[src/rtl/serial_adder_nbit.sv]
// Bit-serial WIDTH-bit unsigned adder. One full-adder slice (two half adders
// plus a carry flip-flop) consumes one operand bit per clock, LSB first.
// A start pulse hands over the operands; done marks a valid sum/c_out.

// Single-bit half adder cell.
module half_adder_1bit (
    input  logic a_i,
    input  logic b_i,
    output logic sum_o,
    output logic c_out_o
);

    assign sum_o   = a_i ^ b_i;
    assign c_out_o = a_i & b_i;

endmodule

module serial_adder_nbit #(
    parameter int WIDTH = 8
) (
    input  logic             clk,
    input  logic             rst_n,
    input  logic             start,
    input  logic [WIDTH-1:0] a,
    input  logic [WIDTH-1:0] b,
    output logic             busy,
    output logic             done,
    output logic [WIDTH-1:0] sum,
    output logic             c_out
);

    // Counter must be at least one bit wide even when WIDTH == 1.
    localparam int CNT_W = (WIDTH > 1) ? $clog2(WIDTH) : 1;
    localparam logic [CNT_W-1:0] CNT_LAST = CNT_W'(WIDTH - 1);

    typedef enum logic [1:0] {
        IDLE  = 2'd0,
        SHIFT = 2'd1,
        DONE  = 2'd2
    } state_t;

    state_t           state_q;
    logic [WIDTH-1:0] a_sr_q;
    logic [WIDTH-1:0] b_sr_q;
    logic [WIDTH-1:0] s_sr_q;
    logic [WIDTH-1:0] s_sr_d;
    logic [CNT_W-1:0] cnt_q;
    logic             carry_q;
    logic             carry_d;
    logic             busy_q;
    logic             done_q;
    logic [WIDTH-1:0] sum_q;
    logic             c_out_q;

    logic ha1_sum;
    logic ha1_c;
    logic ha2_sum;
    logic ha2_c;

    // Full-adder slice: HA1 adds the operand bits, HA2 folds in the carry.
    half_adder_1bit u_ha1 (
        .a_i     (a_sr_q[0]),
        .b_i     (b_sr_q[0]),
        .sum_o   (ha1_sum),
        .c_out_o (ha1_c)
    );

    half_adder_1bit u_ha2 (
        .a_i     (ha1_sum),
        .b_i     (carry_q),
        .sum_o   (ha2_sum),
        .c_out_o (ha2_c)
    );

    assign carry_d = ha1_c | ha2_c;

    // The new sum bit enters at the MSB so that after WIDTH shifts bit 0
    // sits at the LSB; a one-bit adder just takes the bit directly.
    if (WIDTH == 1) begin : g_s_sr_w1
        assign s_sr_d = ha2_sum;
    end else begin : g_s_sr_wn
        assign s_sr_d = {ha2_sum, s_sr_q[WIDTH-1:1]};
    end

    // Control FSM, datapath shift registers and registered outputs.
    // NOTE: every register here is updated with <= so all of them see the
    // pre-edge values of each other, exactly like the flip-flops they model.
    always_ff @(posedge clk or negedge rst_n) begin
        if (!rst_n) begin
            state_q <= IDLE;
            a_sr_q  <= '0;
            b_sr_q  <= '0;
            s_sr_q  <= '0;
            cnt_q   <= '0;
            carry_q <= 1'b0;
            busy_q  <= 1'b0;
            done_q  <= 1'b0;
            sum_q   <= '0;
            c_out_q <= 1'b0;
        end else begin
            case (state_q)
                IDLE, DONE: begin
                    done_q <= 1'b0;
                    if (start) begin
                        a_sr_q  <= a;
                        b_sr_q  <= b;
                        s_sr_q  <= '0;
                        cnt_q   <= '0;
                        carry_q <= 1'b0;
                        busy_q  <= 1'b1;
                        state_q <= SHIFT;
                    end else begin
                        state_q <= IDLE;
                    end
                end
                SHIFT: begin
                    a_sr_q  <= a_sr_q >> 1;
                    b_sr_q  <= b_sr_q >> 1;
                    s_sr_q  <= s_sr_d;
                    carry_q <= carry_d;
                    cnt_q   <= cnt_q + CNT_W'(1);
                    if (cnt_q == CNT_LAST) begin
                        sum_q   <= s_sr_d;
                        c_out_q <= carry_d;
                        busy_q  <= 1'b0;
                        done_q  <= 1'b1;
                        state_q <= DONE;
                    end
                end
                default: begin
                    busy_q  <= 1'b0;
                    done_q  <= 1'b0;
                    state_q <= IDLE;
                end
            endcase
        end
    end

    assign busy  = busy_q;
    assign done  = done_q;
    assign sum   = sum_q;
    assign c_out = c_out_q;

endmodule
[config.mk]
export PLATFORM = sky130hd
export DESIGN_NAME = serial_adder_nbit
export DESIGN_NICKNAME = d
export VERILOG_FILES = /design/src/rtl/serial_adder_nbit.sv
export SDC_FILE = /design/constraint.sdc
export NUM_CORES = 1
export LEC_CHECK = 0
export CORE_ASPECT_RATIO = 1.5
export CORE_MARGIN = 5
export CORE_UTILIZATION = 50
export CTS_BUF_LIST = sky130_fd_sc_hd__clkbuf_2 sky130_fd_sc_hd__clkbuf_4 sky130_fd_sc_hd__clkbuf_8
export DETAILED_ROUTE_END_ITERATION = 12
export PLACE_DENSITY = 0.78
export SYNTH_ARGS = -nofsm -noshare
export SYNTH_HDL_FRONTEND = slang
export SYNTH_SLANG_ARGS = --single-unit
[constraint.sdc]
create_clock -name clk -period 1.35 [get_ports clk]
set_clock_uncertainty 0.05 [all_clocks]
set_input_delay 0.405 -clock clk [delete_from_list [all_inputs] [get_ports clk]]
set_output_delay 0.405 -clock clk [all_outputs]
set_load 0.01 [all_outputs]
==> run_1/closeup.png <==
Region (0, 45) to (40, 85) um. Cells in gray, sequential cells in the stronger gray; small squares are vias.
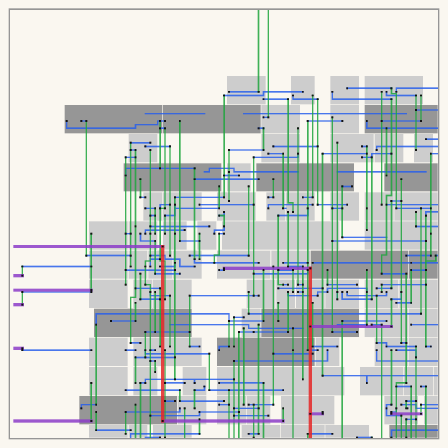
[green] M2
[purple] M3
[red] M4
[blue] M1
sequential cells in the window: 11
most frequent: dfrtp_1 (11), nor2b_1 (8), a211oi_1 (8)
cells with their middle in the window: 71
netlist names of flops here include: `b_sr_q` (6), `a_sr_q` (2)

==> run_1/clock_nets.png <==
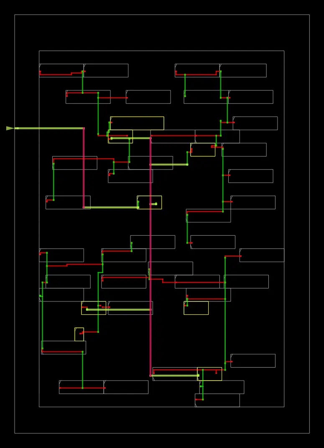
CLK BUF: 6
Clock net power: 1.02 mW

==> run_1/ff_map.png <==
Scale bar: 20 um. Other sequential cells in the stronger gray, the rest of the logic in the fainter gray.
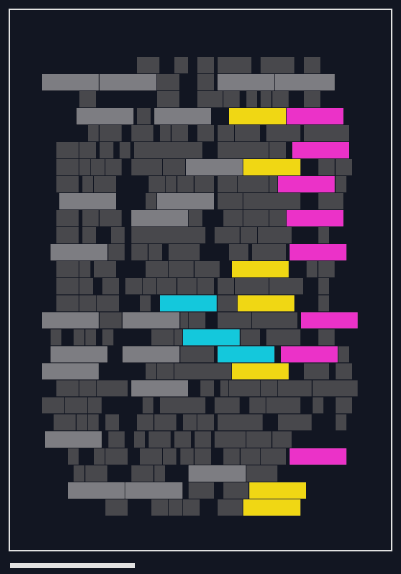
[magenta] `sum` | sequential cells: 8
[yellow] `s_sr_q` | sequential cells: 7
[cyan] `cnt_q` | sequential cells: 3
not colored: 21

==> job_summary.md, run 1 <==
### Yosys + OpenROAD results

| Metric | Value |
|---|---|
| PostCTS Resize Cnt | 49 |
| Finished Core Util | 74.1% |
| Cell area after layout | 2750 um2 |
| Ys cells | 155 |
| R2R Path End | s_sr_q[7] |
| Met3 WL | 175 um |
| Clock network fraction of total power | 17.0% |
| Top Ports | 30 |
| Startpoint types | flop |
| Worst path max stage delay | 0.47 ns |
| Ys async rst share | 100% |
| Comb pwr | 2.89 mW |
| Critical path cell sequence | fa_2, mux2_2, a22o_1 |
| Pleak | 1.27 nW |
| Clk sinks | 39 |
| Setup WS post-layout | -0.143 ns |
| R2R Setup Slk | -0.14 ns |
| Max VDD drop | 0.00152 V |
| Tot GR Track Use | 18.2% |
| Slew Limit Fails | 0 |
| Combinational share of power | 48.2% |
| Number of port buffers | 29 |
| Full die area | 5260 um2 |
| WL final | 4510 um |
| Core ar. | 3720 um2 |
| Top Layout Cells | 38 x dfrtp_1, 30 x buf_4, 16 x mux2i_1, 16 x clkdlybuf4s50_1, 15 x nor2b_1 |
| Clock Path Buffers | 2 |
| Top delay family on crit path | adder cells |
| Latency at later pin | 0.29 ns |
| Minimum clock period | 1.49 ns |
| Routed length per instance | 16.9 um |
| Sw Share | 32.4% |
| Yosys warning total | 0 |
| Die y size | 86.3 um |
| Detailed-routing wirelength on met1 | 1730 um |
| Grt ovf | 0 |
| Number of enable flip-flop cells | 0 |
| RSZ-0062 raised after global routing | true |
| Post-DRT Antenna Nets | 0 |
| CTS tree | done |
| Worst Reg-to-Reg Cells | 3 |
| GR Util met2 | 32.2% |
| Share of cells above drive strength 1 | 40.6% |
| Crit end category | flop |
| Met1 usage | 20.6% |
| Area growth syn-to-layout | 41.8% |
| CTS root buf | clkbuf_8 |
| Total CTS buffers | 5 |
| FF+latch count, synth | 39 |
| Yosys stat area | 1940 um2 |
| Ant. Diodes | 0 |
| Fp_density | 52.3% |
| Post-DP HPWL | 2720 um |
| Top cell excl fill/tap | dfrtp_1 |
| CTS Hold Bufs | 0 |
| Critical Path AT | 1.63 ns |
| DIE WIDTH | 60.9 um |
| PwrDens | 2170 nW/um2 |
| Grt peak-use layer | met2 |
| Status | finished with violations |
| Largest net degree at the start of global routing | 40 |
| First-pass GRT wire length | 7250 um |
| Commonest flop | dfrtp_1 |
| Router iterations before antenna repair | 4 |
| Largest fanout on the critical path | 2 |
| Synth unique cells | 24 |
| Number of OpenROAD warnings | 29 |
| Average size of a mapped cell | 12.5 um2 |
| Required @ worst endpoint | 1.49 ns |
| Via count | 1469 |
| Sum Neg Setup Slack | -1.01 ns |
| Vias in the first global route | 1561 |
| Kind of critical path | flop to flop |
| Cycle use final | 111% |
| Slew margin rel. | 80.5% |
| Initial DRC count | 25 |
| Top power group | combinational logic |
| Synthesized area | 1940 um2 |
| Syn Inst Count | 155 |
| Antenna violations before repair | 0 |
| Drc violations | 0 |
| Vias per cell | 5.50 |
| Max Clock Freq | 670 MHz |
| Min-delay worst type | primary input to async pin |
| CP startpoint | carry_q |
| CP max-delay cell | fa_2 |
| Max Cap Violations | 0 |
| Design internal power | 4.05 mW |
| Met3 usage | 4.47% |
| Clock transition at path regs | 0.08 ns |
| DR WL met2 | 2510 um |
| Final setup violating endpoints | 14 |
| Hold Violations, Final | 0 |
| Critical Path End | s_sr_q[7] |
| Floorplan net count | 177 |
| Stages on worst setup path | 3 |
| Post-CTS setup buffers | 16 |
| Seq pwr share | 34.8% |
| Worst-Margin Slew | 0.293 ns |
| Nets | 245 |
| Net switching power of the design | 1.94 mW |
| Worst reg2reg startpoint | carry_q |
| Sequential area share after synthesis | 50.3% |
| Sequential Power | 2.08 mW |
| Placement Cell Area | 2400 um2 |
| Critical path buffer and inverter count | 0 |
| Cell Rows | 27 |
| GPL Wtd Cong | 0.701 |
| Failing checks | setup timing |
| Uppermost routed layer | met4 |
| H-tree Lvls | 2 |
-- run 1: logic make-up (layout without fill, tap and decap cells) --
logic type                 count (synthesis)  in the layout  share of synthesized area, %
AOI/OAI and AO/OA                         42             42                          14.7
and+or+nand+nor                           24             25                          7.73
buffers and inverters                     12             80                          3.99
muxes                                     35             35                          21.0
DFF                                       39             39                          50.3
adders and majority gates                  3              3                          2.32
-- run 1: cell type report --
class	count	area, um2
Fill cell	262	962
Multi-Input combinational cell	105	948
Inverter	1	3.75
Clock buffer	6	82.6
Tap cell	43	53.8
Timing Repair Buffer	71	653
Clock inverter	2	35.0
Sequential cell	39	977
-- run 1: synth_stat cells (3+ instances only) --
| library cell | number | area (um2) |
|---|---|---|
| dfrtp_1 | 39 | 976 |
| mux2i_1 | 16 | 160 |
| nor2b_1 | 15 | 93.8 |
| a211oi_1 | 14 | 105 |
| a21oi_1 | 14 | 70.1 |
| a22o_1 | 10 | 87.6 |
| mux2_2 | 10 | 113 |
| mux2_4 | 9 | 135 |
| buf_6 | 3 | 33.8 |
| clkbuf_1 | 3 | 11.3 |
| nor2_1 | 3 | 11.3 |
| o21ai_0 | 3 | 15.0 |
-- run 1: per-stage QoR --
| stage | worst slack (ns) | hold slack, ns | std cells | power [mW] |
|---|---|---|---|---|
| 4_1_cts | -0.145 | 0.0197 | 259 | 5.80 |
| 3_3_place_gp | -0.326 | 0.338 | 233 | 4.34 |
| 6_report | -0.143 | 0.0139 | 267 | 5.99 |
| 2_1_floorplan | -0.0957 | 0.0594 | 155 | 3.61 |
| 3_5_place_dp | -0.428 | 0.341 | 233 | 4.51 |
| 5_1_grt | -0.173 | 0.0219 | 267 | 6.38 |
==> run_1/layers.png <==
Only two layers are drawn.
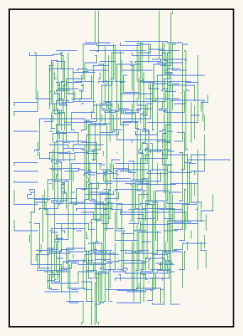

## Run 2: what changed since run 1
CORE_UTILIZATION = 55   (was 50)
DONT_BUFFER_PORTS = 1   (was unset)
HOLD_SLACK_MARGIN = 0.02   (was unset)
PLACE_DENSITY = 0.73   (was 0.78)
==> run_2/layers.png <==
Only two layers are drawn.
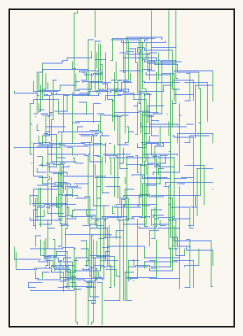
[blue] M1 | wire length: 1490 um
[green] M2 | wire length: 1920 um

==> run 2 against run 1 <==
The run ends with hold timing, setup timing left. Utilization shrank 6.2 points. Hold slack lost 0.26 ns. Synthesized area is the same. Sequential power grew 5%. Critical endpoint unchanged. Largest power group unchanged.
==> job_summary.md, run 2 <==
### Yosys + OpenROAD results

| Metric | Value |
|---|---|
| Routed length per instance | 16.6 um |
| Vias per cell | 5.71 |
| Met3 usage | 5.11% |
| Synthesized area | 1940 um2 |
| Critical path cell sequence | fa_2, mux2_2, a22o_1 |
| Sw Share | 33.1% |
| Hold slack | -0.250 ns |
| Hold Violations, Final | 39 |
| Number of OpenROAD warnings | 31 |
| Pleak | 1.04 nW |
| Cycle use final | 112% |
| Top cell excl fill/tap | dfrtp_1 |
| Worst path max stage delay | 0.50 ns |
| Net switching power of the design | 1.75 mW |
| Worst-Margin Slew | 0.255 ns |
| Yosys top cell by instances | dfrtp_1 |
| Post-DP HPWL | 2420 um |
| Ys cells | 155 |
| Cell area leaders | dfrtp_1 50%, mux2i_1 8.2%, mux2_4 7.0%, mux2_2 5.8%, a211oi_1 5.4% |
| Full die area | 4840 um2 |
| Syn Inst Count | 155 |
| Total CTS buffers | 5 |
| Design internal power | 3.54 mW |
| Grt ovf | 0 |
| CTS root buf | clkbuf_8 |
| Area growth syn-to-layout | 19.5% |
| # fillers | 254 |
| Post-CTS setup buffers | 6 |
| Fp_density | 56.8% |
| Top cells by count | 39 x dfrtp_1, 16 x mux2i_1, 15 x nor2b_1 |
| Synth unique cells | 24 |
| Sequential area share after synthesis | 50.3% |
| Clock transition at path regs | 0.07 ns |
| Cell Rows | 26 |
| Critical path buffer and inverter count | 0 |
| Area leader, netlist | dfrtp_1 |
| CP startpoint | carry_q |
| Min-delay worst type | primary input to async pin |
| Core ar. | 3420 um2 |
| Largest type area fraction | 50.3% |
| Max Clock Freq | 661 MHz |
| Minimum clock period | 1.51 ns |
| Clock network fraction of total power | 14.8% |
| Non-filler cells, final | 222 |
| Number of port buffers | 0 |
| Tot GR Track Use | 17.0% |
| Drc violations | 0 |
| Worst reg2reg startpoint | carry_q |
| First-pass GRT wire length | 6140 um |
| Die y size | 82.8 um |
| Slew margin rel. | 82.9% |
| Grt peak-use layer | met2 |
| Largest fanout on the critical path | 2 |
| Post-DRT Antenna Nets | 0 |
| Initial DRC count | 25 |
| Dpl ws | -0.143 ns |
| Via count | 1268 |
| GR Util met2 | 30.1% |
| Nets | 201 |
| Failing checks | hold timing, setup timing |
| Combinational share of power | 44.0% |
| Ys async rst share | 100% |
| Number of enable flip-flop cells | 0 |
| Final setup violating endpoints | 13 |
| Seq pwr share | 41.2% |
| Total power | 5.29 mW |
| PwrDens | 2280 nW/um2 |
| Required @ worst endpoint | 1.48 ns |
| Clock Path Buffers | 2 |
| FF+latch count, synth | 39 |
| RSZ-0062 raised after global routing | true |
| Crit end category | flop |
| Clk sinks | 39 |
| Max Cap Violations | 0 |
| Critical Path AT | 1.64 ns |
| Latency at later pin | 0.29 ns |
| Kind of critical path | flop to flop |
| Yosys warning total | 0 |
| Sum Neg Setup Slack | -0.723 ns |
| Finished Core Util | 67.9% |
| Share of cells above drive strength 1 | 35.6% |
| Average size of a mapped cell | 12.5 um2 |
| Largest net degree at the start of global routing | 40 |
| Max VDD drop | 0.00148 V |
| Vias in the first global route | 1281 |
| Top Ports | 30 |
| Antenna violations before repair | 0 |
| Placed insts | 201 |
| WL final | 3680 um |
| Commonest flop | dfrtp_1 |
| Top Layout Cells | 38 x dfrtp_1, 20 x buf_4, 16 x mux2i_1 |
| Status | finished with violations |
| DIE WIDTH | 58.5 um |
| CP max-delay cell | fa_2 |
| Ant. Diodes | 0 |
| Slew Limit Fails | 0 |
| GPL Wtd Cong | 0.693 |
| Setup WS post-layout | -0.163 ns |
| Yosys stat area | 1940 um2 |
| CTS tree | done |
| Top delay family on crit path | adder cells |
| Router iterations before antenna repair | 4 |
| PostCTS Resize Cnt | 4 |
| H-tree Lvls | 2 |
| Met1 usage | 18.6% |
| Floorplan net count | 177 |
| Startpoint types | flop |
==> run_2/port_trees.png <==
Scale bar: 20 um.
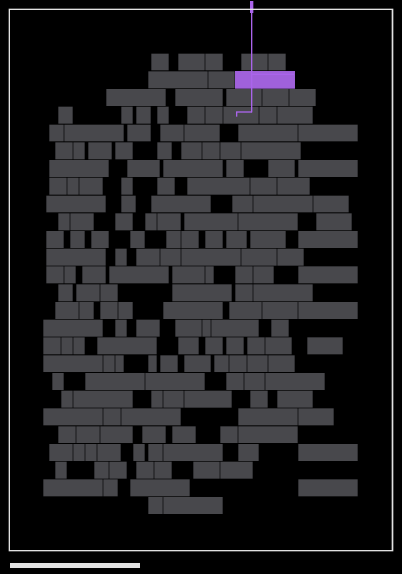
[purple] `c_out` | bits: 1 | direction: output | edge: top | end cells: 1 | buffers: 0 | wire: 24.9 um

-- run 2: final timing paths --
| check | to | slack (ns) | cells past startpoint |
|---|---|---|---|
| min | sum[2] | -0.25 | 0 |
| max in group asynchronous | state_q[1] | 1.41 | 0 |
| max reg2reg | s_sr_q[7] | -0.16 | 3 |
| min reg2reg | s_sr_q[3] | 0.49 | 1 |
| max | s_sr_q[7] | -0.16 | 3 |
| min in group clk | a_sr_q[1] | 0.25 | 2 |
-- run 2: per-layer routing --
layer | routed length (um) | up-vias
li1 | - | 616
met1 | 1490 | 617
met2 | 1920 | 28
met3 | 207 | 7
met4 | 62 | 0
met5 | 0 | -
-- run 2: kinds of logic (layout without fill, tap and decap cells) --
| family | Yosys count | after routing | share of synthesized area (%) |
|---|---|---|---|
| compound gates | 42 | 42 | 14.7 |
| flops | 39 | 39 | 50.3 |
| simple gates | 24 | 25 | 7.73 |
| mux | 35 | 35 | 21.0 |
| fa+ha+maj | 3 | 3 | 2.32 |
| buf+inv | 12 | 36 | 3.99 |
-- run 2: power by group through the flow --
stage	logic (mW)	registers, mW	clock network, mW
floorplan	1.55	2.06	0
global placement	1.86	2.16	0
detailed placement	1.98	2.20	0
CTS	2.17	2.17	0.811
global route	2.56	2.26	0.861
finish	2.33	2.18	0.784
-- run 2: metrics by stage --
stage	hold WS, ns	instance area (um2)
2_1_floorplan	0.0594	1970
3_3_place_gp	0.0605	2080
3_5_place_dp	0.0603	2080
4_1_cts	-0.259	2250
5_1_grt	-0.265	2320
6_report	-0.250	2320
-- run 2: layout make-up --
class,instances,area (um2),share of cell area [%]
clock buffer,7,83.8,3.61
clock inverter,1,5.00,0.216
inverter,1,3.75,0.162
multi-input combinational,105,952,41.0
sequential,39,977,42.1
tap,42,52.6,2.26
timing repair buffer,27,246,10.6
## Run 3: what changed since run 2
CAP_MARGIN = 20   (was unset)
CTS_CLUSTER_SIZE = 14   (was unset)
==> run_3/clock_nets.png <==
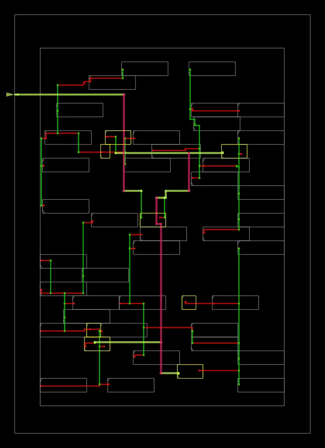
clk sinks: 39
total CTS buffers: 5

==> run 3 against run 2 <==
The run still ends with hold timing, setup timing left. Hold slack did not move. Non-clock buffer count did not move. Maximum frequency did not move. Clock power barely moved. Register-to-register slack barely moved. Global-route usage did not move. Sequential share of layout area did not move. Utilization did not move. Sequential power barely moved. Final cell count did not move. Critical path depth did not move. Wire length did not move. Largest cell class unchanged. Highest routed layer unchanged.
==> job_summary.md, run 3 <==
### Yosys + OpenROAD results

| Metric | Value |
|---|---|
| Via count | 1268 |
| Syn Inst Count | 155 |
| Minimum clock period | 1.51 ns |
| Post-DP HPWL | 2420 um |
| Critical path cell sequence | fa_2, mux2_2, a22o_1 |
| R2R Setup Slk | -0.16 ns |
| Largest net degree at the start of global routing | 40 |
| Latency at later pin | 0.29 ns |
| Top Ports | 30 |
| Hold slack | -0.250 ns |
| Ys async rst share | 100% |
| Grt ovf | 0 |
| Vias per cell | 5.71 |
| Cell area after layout | 2320 um2 |
| Max Cap Violations | 0 |
| Vias in the first global route | 1281 |
| # fillers | 254 |
| Area leader, netlist | dfrtp_1 |
| Full die area | 4840 um2 |
| Routed length per instance | 16.6 um |
| Crit end category | flop |
| Nets | 201 |
| Largest fanout on the critical path | 2 |
| FF+latch count, synth | 39 |
| CP max-delay cell | fa_2 |
| Area growth syn-to-layout | 19.5% |
| Share of cells above drive strength 1 | 35.6% |
| Drc violations | 0 |
| Critical Path AT | 1.64 ns |
| Number of enable flip-flop cells | 0 |
| Core ar. | 3420 um2 |
| Min-delay worst type | primary input to async pin |
| Commonest flop | dfrtp_1 |
| Hold Violations, Final | 39 |
| Clock Path Buffers | 2 |
| Tot GR Track Use | 17.0% |
| Floorplan net count | 177 |
| Mux frac, synth | 21.0% |
| Largest type area fraction | 50.3% |
| Die y size | 82.8 um |
| Post-DRT Antenna Nets | 0 |
| CTS tree | done |
| Yosys warning total | 0 |
| Pleak | 1.04 nW |
| Clock transition at path regs | 0.07 ns |
| RSZ-0062 raised after global routing | true |
| Top Layout Cells | 38 x dfrtp_1, 20 x buf_4, 16 x mux2i_1 |
| PostCTS Resize Cnt | 4 |
| DIE WIDTH | 58.5 um |
| Cell Rows | 26 |
| First-pass GRT wire length | 6140 um |
| Final setup violating endpoints | 13 |
| Antenna violations before repair | 0 |
| Top delay family on crit path | adder cells |
| Slew Limit Fails | 0 |
| Ys cells | 155 |
| Kind of critical path | flop to flop |
| Critical path buffer and inverter count | 0 |
| Area share of and-or/or-and cells after synthesis | 14.7% |
| Fp_density | 56.8% |
| PwrDens | 2280 nW/um2 |
| Max VDD drop | 0.00148 V |
| Cell area leaders | dfrtp_1 50%, mux2i_1 8.2%, mux2_4 7.0%, mux2_2 5.8%, a211oi_1 5.4% |
| Number of port buffers | 0 |
| Initial DRC count | 25 |
| Yosys stat area | 1940 um2 |
| Basic Gates by Area | 7.73% |
| Sequential area share after synthesis | 50.3% |
| WL final | 3680 um |
| Finished Core Util | 67.9% |
| GPL Wtd Cong | 0.693 |
| Worst-Margin Slew | 0.255 ns |
| Synth unique cells | 24 |
| CTS root buf | clkbuf_8 |
| Top cells by count | 39 x dfrtp_1, 16 x mux2i_1, 15 x nor2b_1 |
| Yosys top cell by instances | dfrtp_1 |
| Slew margin rel. | 82.9% |
| Max Clock Freq | 661 MHz |
| Ant. Diodes | 0 |
| Required @ worst endpoint | 1.48 ns |
| Top cell excl fill/tap | dfrtp_1 |
| Cycle use final | 112% |
| Main logic family | multiplexers |
| Adders+Majority by Area | 2.32% |
| Startpoint types | flop |
| Number of OpenROAD warnings | 31 |
| Failing checks | hold timing, setup timing |
| Post-CTS setup buffers | 6 |
| Xor/xnor share | 0% |
| Synthesized area | 1940 um2 |
| Setup WS post-layout | -0.163 ns |
| Placement Cell Area | 2080 um2 |
| H-tree Lvls | 2 |
| Average size of a mapped cell | 12.5 um2 |
| Router iterations before antenna repair | 4 |
| Status | finished with violations |
| Worst path max stage delay | 0.50 ns |
==> run_3/port_trees.png <==
Scale bar: 20 um.
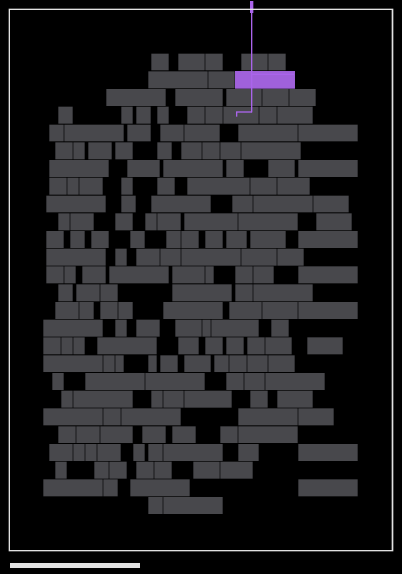
[purple] `c_out` | bits: 1 | direction: output | edge: top | end cells: 1 | buffers: 0 | wire: 24.9 um

==> run 3: cell counts in the layout (fill, tap and decap cells not counted) <==
Identical to the previous run, type by type.
==> run 3: cells by family (layout without fill, tap and decap cells) <==
logic type               after synthesis  count (layout)
flip-flops                            39              39
buffers and inverters                 12              36
multiplexers                          35              35
AND-OR/OR-AND                         42              42
adder cells (fa/ha/maj)                3               3
AND/OR/NAND/NOR                       24              25
==> run 3: final timing paths <==
path                            startpoint          to  cells past startpoint
worst max-delay path               carry_q   s_sr_q[7]                      3
worst min-delay path                 rst_n      sum[2]                      0
worst max register to register     carry_q   s_sr_q[7]                      3
worst min register to register   s_sr_q[3]   s_sr_q[3]                      1
max in group asynchronous            rst_n  state_q[1]                      0
min in group clk                      a[1]   a_sr_q[1]                      2
==> run 3: power by group <==
part	total [mW]	internal (mW)	switching, mW
logic	2.33	1.45	0.883
registers	2.18	1.69	0.488
clock network	0.784	0.402	0.382
total	5.29	3.54	1.75
==> run 3: through the flow <==
step	std cells	hold slack (ns)	power, mW	setup TNS, ns	setup slack [ns]
after floorplan	155	0.0594	3.61	-0.105	-0.0957
after global placement	201	0.0605	4.02	-0.641	-0.0984
after detailed placement	201	0.0603	4.18	-0.867	-0.143
after CTS	216	-0.259	5.15	-0.497	-0.144
after global routing	222	-0.265	5.68	-1.43	-0.174
final	222	-0.250	5.29	-0.723	-0.163
==> run 3: routing by layer <==
metal	vias up	routed length, um	track usage (%)
li1	616	-	-
met1	617	1490	18.6
met2	28	1920	30.1
met3	7	207	5.11
met4	0	62	6.96
met5	-	0	0
==> run 3: area by class of cell <==
class	instances	area [um2]	area share, %
sequential	39	977	42.1
multi-input combinational	105	952	41.0
timing repair buffer	27	246	10.6
clock buffer	7	83.8	3.61
tap	42	52.6	2.26
clock inverter	1	5.00	0.216
inverter	1	3.75	0.162
No activity file was given, so power comes from the tool's default toggle rates.
